$ cat config.mk
export PLATFORM = sky130hd
export DESIGN_NAME = subtrator_com_sinal_flat
export DESIGN_NICKNAME = d
export VERILOG_FILES = /design/src/rtl/subtrator_com_sinal_pkg.sv /design/src/rtl/subtrator_com_sinal_if.sv /design/src/rtl/subtrator_com_sinal_extensor_sinal.sv /design/src/rtl/subtrator_com_sinal.sv /design/src/flat_wrapper.sv
export SDC_FILE = /design/constraint.sdc
export NUM_CORES = 1
export LEC_CHECK = 0
export CAP_MARGIN = 20
export CORE_ASPECT_RATIO = 1.75
export CORE_UTILIZATION = 50
export CTS_CLUSTER_DIAMETER = 150
export CTS_CLUSTER_SIZE = 25
export DETAILED_ROUTE_END_ITERATION = 8
export PLACE_DENSITY = 0.81
export SETUP_SLACK_MARGIN = 0.4
export SLEW_MARGIN = 5
export SYNTH_ARGS = -nofsm -noshare
export SYNTH_HDL_FRONTEND = slang
export SYNTH_SLANG_ARGS = --single-unit
$ cat constraint.sdc
create_clock -name clk -period 2.8 [get_ports clk]
set_input_delay 0.56 -clock clk [delete_from_list [all_inputs] [get_ports clk]]
set_output_delay 0.56 -clock clk [all_outputs]
set_load 0.01 [all_outputs]
$ cat src/rtl/subtrator_com_sinal_pkg.sv
// Shared constants for the mixed-sign subtractor: mode codes, result range limits
// and helpers that decode operand signedness from the mode code.
package subtrator_com_sinal_pkg;

  localparam int LARGURA_A_PADRAO = 8;
  localparam int LARGURA_B_PADRAO = 4;

  localparam logic [1:0] MODO_SS = 2'b00;
  localparam logic [1:0] MODO_UU = 2'b01;
  localparam logic [1:0] MODO_US = 2'b10;
  localparam logic [1:0] MODO_SU = 2'b11;

  // Result range limits; the result signedness follows operand A.
  localparam int MAX_COM_SINAL = (1 << (LARGURA_A_PADRAO - 1)) - 1;
  localparam int MIN_COM_SINAL = -(1 << (LARGURA_A_PADRAO - 1));
  localparam int MAX_SEM_SINAL = (1 << LARGURA_A_PADRAO) - 1;
  localparam int MIN_SEM_SINAL = 0;

  function automatic logic a_com_sinal(input logic [1:0] codigo);
    case (codigo)
      MODO_SS: a_com_sinal = 1'b1;
      MODO_SU: a_com_sinal = 1'b1;
      default: a_com_sinal = 1'b0;
    endcase
  endfunction

  function automatic logic b_com_sinal(input logic [1:0] codigo);
    case (codigo)
      MODO_SS: b_com_sinal = 1'b1;
      MODO_US: b_com_sinal = 1'b1;
      default: b_com_sinal = 1'b0;
    endcase
  endfunction

endpackage

$ cat src/rtl/subtrator_com_sinal_if.sv
// Valid/ready handshake bundle between the subtractor and its producer/consumer.
interface subtrator_com_sinal_if #(
  parameter int LARGURA_A = 8,
  parameter int LARGURA_B = 4
);
  logic                 in_valid;
  logic                 in_ready;
  logic [LARGURA_A-1:0] entrada_a;
  logic [LARGURA_B-1:0] entrada_b;
  logic [1:0]           codigo;
  logic                 out_valid;
  logic                 out_ready;
  logic [LARGURA_A-1:0] saida;
  logic                 overflow;
  logic                 negativo;

  modport master (
    output in_valid, entrada_a, entrada_b, codigo, out_ready,
    input  in_ready, out_valid, saida, overflow, negativo
  );

  modport slave (
    input  in_valid, entrada_a, entrada_b, codigo, out_ready,
    output in_ready, out_valid, saida, overflow, negativo
  );
endinterface

$ cat src/rtl/subtrator_com_sinal_extensor_sinal.sv
// Sign or zero extension of one operand to the internal subtraction width.
module extensor_sinal #(
  parameter int LARGURA_IN  = 4,
  parameter int LARGURA_OUT = 10
) (
  input  logic [LARGURA_IN-1:0]  valor,
  input  logic                   com_sinal,
  output logic [LARGURA_OUT-1:0] estendido
);

  // Replicate the MSB for signed operands, pad with zeros otherwise.
  always_comb begin
    if (com_sinal) begin
      estendido = {{(LARGURA_OUT - LARGURA_IN){valor[LARGURA_IN-1]}}, valor};
    end else begin
      estendido = {{(LARGURA_OUT - LARGURA_IN){1'b0}}, valor};
    end
  end

endmodule

$ cat src/rtl/subtrator_com_sinal.sv
// Two-stage pipelined mixed-sign subtractor with valid/ready flow control.
// Define SUBTRATOR_SATURACAO_EN to clamp out-of-range results instead of wrapping.
module subtrator_com_sinal
  import subtrator_com_sinal_pkg::*;
#(
  parameter int LARGURA_A = LARGURA_A_PADRAO,
  parameter int LARGURA_B = LARGURA_B_PADRAO
) (
  input logic                clk,
  input logic                rst,
  subtrator_com_sinal_if.slave bus
);

  localparam int W = LARGURA_A + 2;
  localparam logic signed [W-1:0] MAX_S = W'(MAX_COM_SINAL);
  localparam logic signed [W-1:0] MIN_S = W'(MIN_COM_SINAL);
  localparam logic signed [W-1:0] MAX_U = W'(MAX_SEM_SINAL);
  localparam logic signed [W-1:0] MIN_U = W'(MIN_SEM_SINAL);

  logic [W-1:0]          a_ext_s;
  logic [W-1:0]          b_ext_s;
  logic                  s1_valid_r;
  logic signed [W-1:0]   s1_a_r;
  logic signed [W-1:0]   s1_b_r;
  logic [1:0]            s1_codigo_r;
  logic                  avanca_s;
  logic                  aceita_s;
  logic signed [W-1:0]   dif_s;
  logic                  com_sinal_res_s;
  logic                  acima_s;
  logic                  abaixo_s;
  logic [LARGURA_A-1:0]  saida_prox_s;
  logic                  negativo_prox_s;

  extensor_sinal #(.LARGURA_IN(LARGURA_A), .LARGURA_OUT(W)) u_ext_a (
    .valor     (bus.entrada_a),
    .com_sinal (a_com_sinal(bus.codigo)),
    .estendido (a_ext_s)
  );

  extensor_sinal #(.LARGURA_IN(LARGURA_B), .LARGURA_OUT(W)) u_ext_b (
    .valor     (bus.entrada_b),
    .com_sinal (b_com_sinal(bus.codigo)),
    .estendido (b_ext_s)
  );

  // S1 moves whenever S2 moves; in_ready is held low throughout reset.
  assign avanca_s     = !bus.out_valid || bus.out_ready;
  assign bus.in_ready = !rst && (!s1_valid_r || avanca_s);
  assign aceita_s     = bus.in_valid && bus.in_ready;

  // S1: extended operands and mode.
  always_ff @(posedge clk or posedge rst) begin
    if (rst) begin
      s1_valid_r  <= 1'b0;
      s1_a_r      <= '0;
      s1_b_r      <= '0;
      s1_codigo_r <= 2'b00;
    end else if (!s1_valid_r || avanca_s) begin
      s1_valid_r  <= aceita_s;
      s1_a_r      <= a_ext_s;
      s1_b_r      <= b_ext_s;
      s1_codigo_r <= bus.codigo;
    end
  end

  // Exact difference, range check for the result signedness, optional clamp.
  always_comb begin
    dif_s           = s1_a_r - s1_b_r;
    com_sinal_res_s = a_com_sinal(s1_codigo_r);
    if (com_sinal_res_s) begin
      acima_s  = dif_s > MAX_S;
      abaixo_s = dif_s < MIN_S;
    end else begin
      acima_s  = dif_s > MAX_U;
      abaixo_s = dif_s < MIN_U;
    end
    saida_prox_s = dif_s[LARGURA_A-1:0];
`ifdef SUBTRATOR_SATURACAO_EN
    if (acima_s) begin
      saida_prox_s = com_sinal_res_s ? MAX_S[LARGURA_A-1:0] : MAX_U[LARGURA_A-1:0];
    end else if (abaixo_s) begin
      saida_prox_s = com_sinal_res_s ? MIN_S[LARGURA_A-1:0] : MIN_U[LARGURA_A-1:0];
    end else begin
      saida_prox_s = dif_s[LARGURA_A-1:0];
    end
`endif
    negativo_prox_s = com_sinal_res_s ? saida_prox_s[LARGURA_A-1] : 1'b0;
  end

  // S2: registered result; payload only changes when a new valid result enters.
  always_ff @(posedge clk or posedge rst) begin
    if (rst) begin
      bus.out_valid <= 1'b0;
      bus.saida     <= '0;
      bus.overflow  <= 1'b0;
      bus.negativo  <= 1'b0;
    end else if (avanca_s) begin
      bus.out_valid <= s1_valid_r;
      if (s1_valid_r) begin
        bus.saida    <= saida_prox_s;
        bus.overflow <= acima_s || abaixo_s;
        bus.negativo <= negativo_prox_s;
      end
    end
  end

endmodule

$ cat src/flat_wrapper.sv
// flat-port wrapper written by rule: the top's interface ports become plain ports
module subtrator_com_sinal_flat import subtrator_com_sinal_pkg::*;
#(
  parameter int LARGURA_A = LARGURA_A_PADRAO,
  parameter int LARGURA_B = LARGURA_B_PADRAO
)
  (clk, rst, bus_in_valid, bus_entrada_a, bus_entrada_b, bus_codigo, bus_out_ready, bus_in_ready, bus_out_valid, bus_saida, bus_overflow, bus_negativo);
  subtrator_com_sinal_if #(.LARGURA_A(LARGURA_A), .LARGURA_B(LARGURA_B)) bus_i ();
  input logic clk;
  input logic rst;
  input wire logic [$bits(bus_i.in_valid)-1:0] bus_in_valid;
  input wire logic [$bits(bus_i.entrada_a)-1:0] bus_entrada_a;
  input wire logic [$bits(bus_i.entrada_b)-1:0] bus_entrada_b;
  input wire logic [$bits(bus_i.codigo)-1:0] bus_codigo;
  input wire logic [$bits(bus_i.out_ready)-1:0] bus_out_ready;
  output wire logic [$bits(bus_i.in_ready)-1:0] bus_in_ready;
  output wire logic [$bits(bus_i.out_valid)-1:0] bus_out_valid;
  output wire logic [$bits(bus_i.saida)-1:0] bus_saida;
  output wire logic [$bits(bus_i.overflow)-1:0] bus_overflow;
  output wire logic [$bits(bus_i.negativo)-1:0] bus_negativo;
  assign bus_i.in_valid = bus_in_valid;
  assign bus_i.entrada_a = bus_entrada_a;
  assign bus_i.entrada_b = bus_entrada_b;
  assign bus_i.codigo = bus_codigo;
  assign bus_i.out_ready = bus_out_ready;
  assign bus_in_ready = bus_i.in_ready;
  assign bus_out_valid = bus_i.out_valid;
  assign bus_saida = bus_i.saida;
  assign bus_overflow = bus_i.overflow;
  assign bus_negativo = bus_i.negativo;
  subtrator_com_sinal #(.LARGURA_A(LARGURA_A), .LARGURA_B(LARGURA_B)) u_core (.clk(clk), .rst(rst), .bus(bus_i));
endmodule
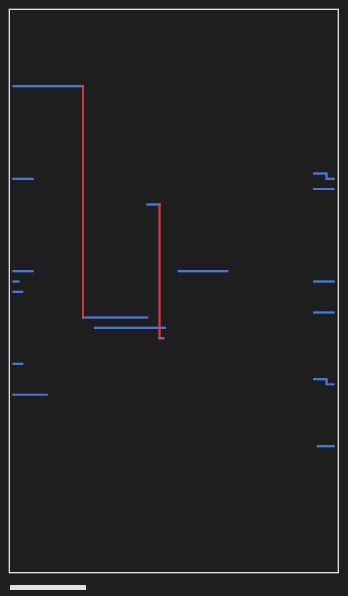
Figure 1: run 1, metal layers overlaid.
Bar = 10 um. Two of the layers only.
- met3: blue (wire length 63.7 um)
- met4: red (wire length 48.3 um)

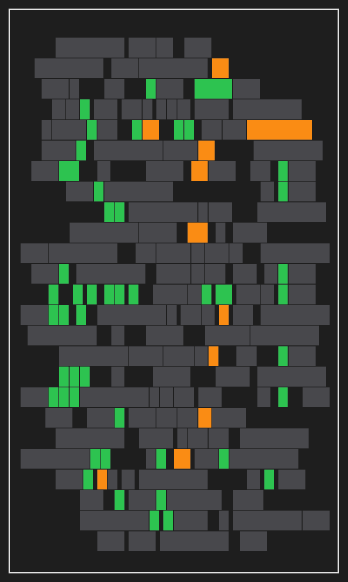
Figure 2: run 1, gate-type map.
- NAND gates: green (cells 47; where spread over the die)
- NOR gates: orange (cells 11)
fraction of area in multi-input gates: 39.9%
most instantiated logic cell after routing: sky130_fd_sc_hd__nand2_1

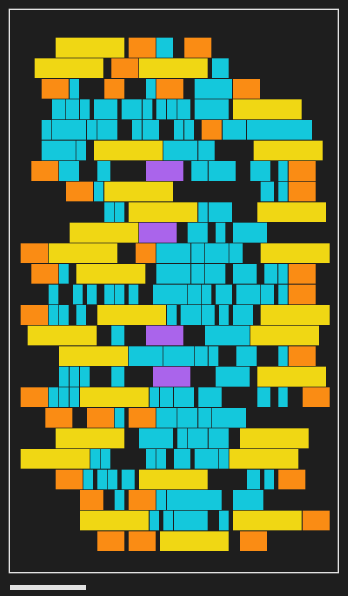
Figure 3: run 1, placed cells, one color a class.
Bar = 10 um.
- flip-flops: yellow (cells 28; share of their area 37%)
- clock drivers and dummy loads: purple (cells 4; share of their area 2.9%)
- other buffers and delay cells: orange (cells 32; share of their area 17%)
- all other logic: cyan (cells 129; share of their area 43%)
post-layout util: 68.8%
register share of the cell area: 36.6%

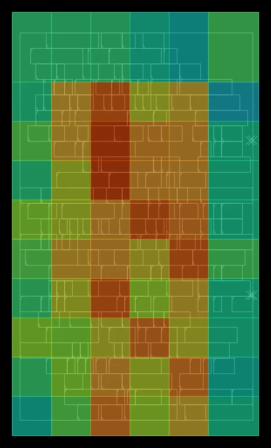
Figure 4: run 1, track usage over the die.
met3 routing resource usage after global routing: 2.67%
met1 usage in global routing: 22.6%
GR peak layer: met2
GR Util All Layers: 21.2%

==> out/results.txt, run 1 <==
post-layout worst setup margin = 0.538 ns
leakage power total = 0.900 nW
routability congestion estimate = 0.782
routed length on met1 = 1.30 mm
highest routed metal layer = met4
total DRC errors in the routed layout = 4
Dominant comb cell = simple AND/OR/NAND/NOR gates
Die Width = 43.3 um
area growth from synthesis to layout = 28.0%
total setup buffers inserted after CTS = 0
highest-power group = registers
net switching share of the total power = 30.7%
cell count in the Yosys report = 162
final routed wirelength across all metal layers = 3.13 mm
met3 wire len = 63 um
worst clock skew = 0.00158 ns
share of flip-flops with an asynchronous set or reset = 100%
total combinational power = 0.000425 W
Data buffer area share = 16.3%
portion of the post-synthesis area used by sequential elements = 46.9%
run status = complete, but fails checks
area of the core region = 0.00278 mm2
share of Yosys cell area claimed by the top area cell type = 46.9%
average via count per standard cell = 5.37
Critical Path Sink Type = flop
chip area = 0.00322 mm2
critical path data arrival time = 2.42 ns
Hold Buf Count CTS = 0
count of vias placed by the detailed router = 1,182
syn_nets = 192
synthesized chip area reported by yosys = 0.00150 mm2
global-route met2 utilization = 40.2%
total net switching power = 0.000366 W
failing checks = design-rule violations
hold wc startpoint = u_core.bus.negativo
largest registers = u_core.s1_a_r x9, u_core.bus.saida x8, u_core.s1_b_r x5
Register-to-Register Setup Slack = 0.54 ns
Logic Gate Count = 116
pre-CTS setup slack = 0.298 ns
r2r startpoint = u_core.s1_a_r[0]
Reg power frac = 43.2%
-- run 1: metrics by stage --
step | std cells | power (W)
after floorplan | 162 | 0.000750
after global placement | 216 | 0.000913
after detailed placement | 216 | 0.000928
after CTS | 220 | 0.00118
after global routing | 220 | 0.00126
final | 220 | 0.00119
-- run 1: cell usage in the layout (no fill, tap or decap), types with 4 or more instances in the layout --
cell type / n
sky130_fd_sc_hd__a21oi_1: 4
sky130_fd_sc_hd__clkbuf_8: 4
sky130_fd_sc_hd__clkdlybuf4s50_1: 28
sky130_fd_sc_hd__dfrtp_1: 28
sky130_fd_sc_hd__ha_1: 11
sky130_fd_sc_hd__inv_1: 13
sky130_fd_sc_hd__nand2_1: 44
sky130_fd_sc_hd__o21ai_0: 15
sky130_fd_sc_hd__xnor2_1: 4
==> inputs of run 2 (changes only) <==
==> constraint.sdc (replaced) <==
create_clock -name clk -period 2.2 [get_ports clk]
set_input_delay 0.44 -clock clk [delete_from_list [all_inputs] [get_ports clk]]
set_output_delay 0.44 -clock clk [all_outputs]
set_load 0.01 [all_outputs]
==> run 2 against run 1 <==
The run still ends with design-rule violations left. Cell count is 2.3% higher. Power is 27% higher. Count of clock-buffer cells in the layout is 1 lower. Largest power group unchanged.
==> out/results.txt, run 2 <==
Hold Buf Count CTS = 0 (unchanged)
most instantiated logic cell after routing = sky130_fd_sc_hd__nand2_1
routability congestion estimate = 0.801 (+2.5%)
failing checks = design-rule violations
Logic Gate Count = 116 (unchanged)
share of Yosys cell area claimed by the top area cell type = 46.9% (unchanged)
highest routed metal layer = met4
met3 routing resource usage after global routing = 2.67% (unchanged)
net switching share of the total power = 30.8% (+0.049 points)
total DRC errors in the routed layout = 4 (unchanged)
pre-CTS setup slack = 0.0229 ns (-0.275 ns)
syn_nets = 192 (unchanged)
share of flip-flops with an asynchronous set or reset = 100% (unchanged)
cell count in the Yosys report = 162 (unchanged)
leakage power total = 0.923 nW (+2.5%)
met3 wire len = 83 um (+32%)
hold wc startpoint = u_core.bus.saida[7]
chip area = 0.00322 mm2 (unchanged)
highest-power group = registers
run status = complete, but fails checks
sum of internal, switching and leakage power = 0.00151 W (+27%)
met1 usage in global routing = 24.8% (+2.2 points)
total combinational power = 0.000590 W (+39%)
count of vias placed by the detailed router = 1,215 (+2.8%)
average via count per standard cell = 5.40 (+0.51%)
critical path data arrival time = 2.23 ns (-0.19 ns)
Register-to-Register Setup Slack = 0.11 ns (-0.43 ns)
portion of the post-synthesis area used by sequential elements = 46.9% (unchanged)
Reg power frac = 43.5% (+0.3 points)
worst clock skew = 0.00259 ns (+0.00101 ns)
Die Width = 43.3 um (unchanged)
Critical Path Sink Type = flop
Top Layout Cells = sky130_fd_sc_hd__nand2_1 (44), sky130_fd_sc_hd__clkdlybuf4s50_1 (28), sky130_fd_sc_hd__dfrtp_1 (28), sky130_fd_sc_hd__o21ai_0 (12)
largest registers = u_core.s1_a_r x9, u_core.bus.saida x8, u_core.s1_b_r x5
r2r startpoint = u_core.s1_a_r[0]
routed length on met1 = 1.25 mm (-3.3%)
==> run 2: netlist changes by cell type in the layout (fill, tap and decap cells not counted), moves of 2 or more <==
cell	before	now
sky130_fd_sc_hd__buf_4	3	9
sky130_fd_sc_hd__inv_1	13	9
sky130_fd_sc_hd__o21ai_0	15	12
sky130_fd_sc_hd__inv_2	0	4
sky130_fd_sc_hd__ha_1	11	9
sky130_fd_sc_hd__ha_4	0	2
sky130_fd_sc_hd__o21ai_1	0	3
sky130_fd_sc_hd__nor2_1	3	1
==> run 2: timing repair <==
action                     in CTS  in global routing
setup endpoints to repair       6                  7
gates resized                  11                  8
setup buffers                   4                  0
pin swaps                       7                  8
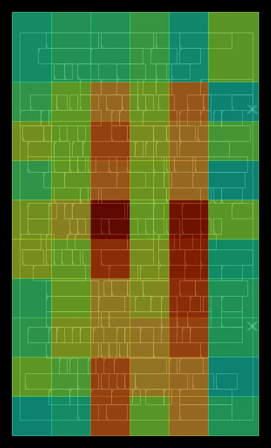
Figure 5: run 2, track usage over the die.
average wire per standard cell: 13.7 um
global-route met2 utilization: 39.9%

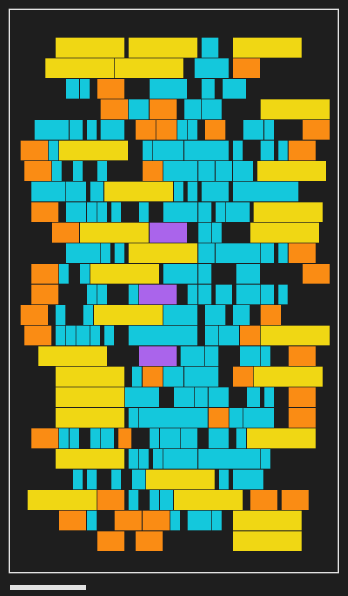
Figure 6: run 2, placed cells, one color a class.
Bar = 10 um.
- flip-flops: yellow (cells 28; share of their area 36%)
- all other logic: cyan (cells 129; share of their area 44%)
- other buffers and delay cells: orange (cells 38; share of their area 18%)
- cells driving clock nets: purple (cells 3; share of their area 2.1%)
number of placement rows: 25
post-layout util: 71.4%
register share of the cell area: 35.3%
post-layout instance area: 0.00199 mm2
area of the core region: 0.00278 mm2

Power and IR drop assume default switching activity.
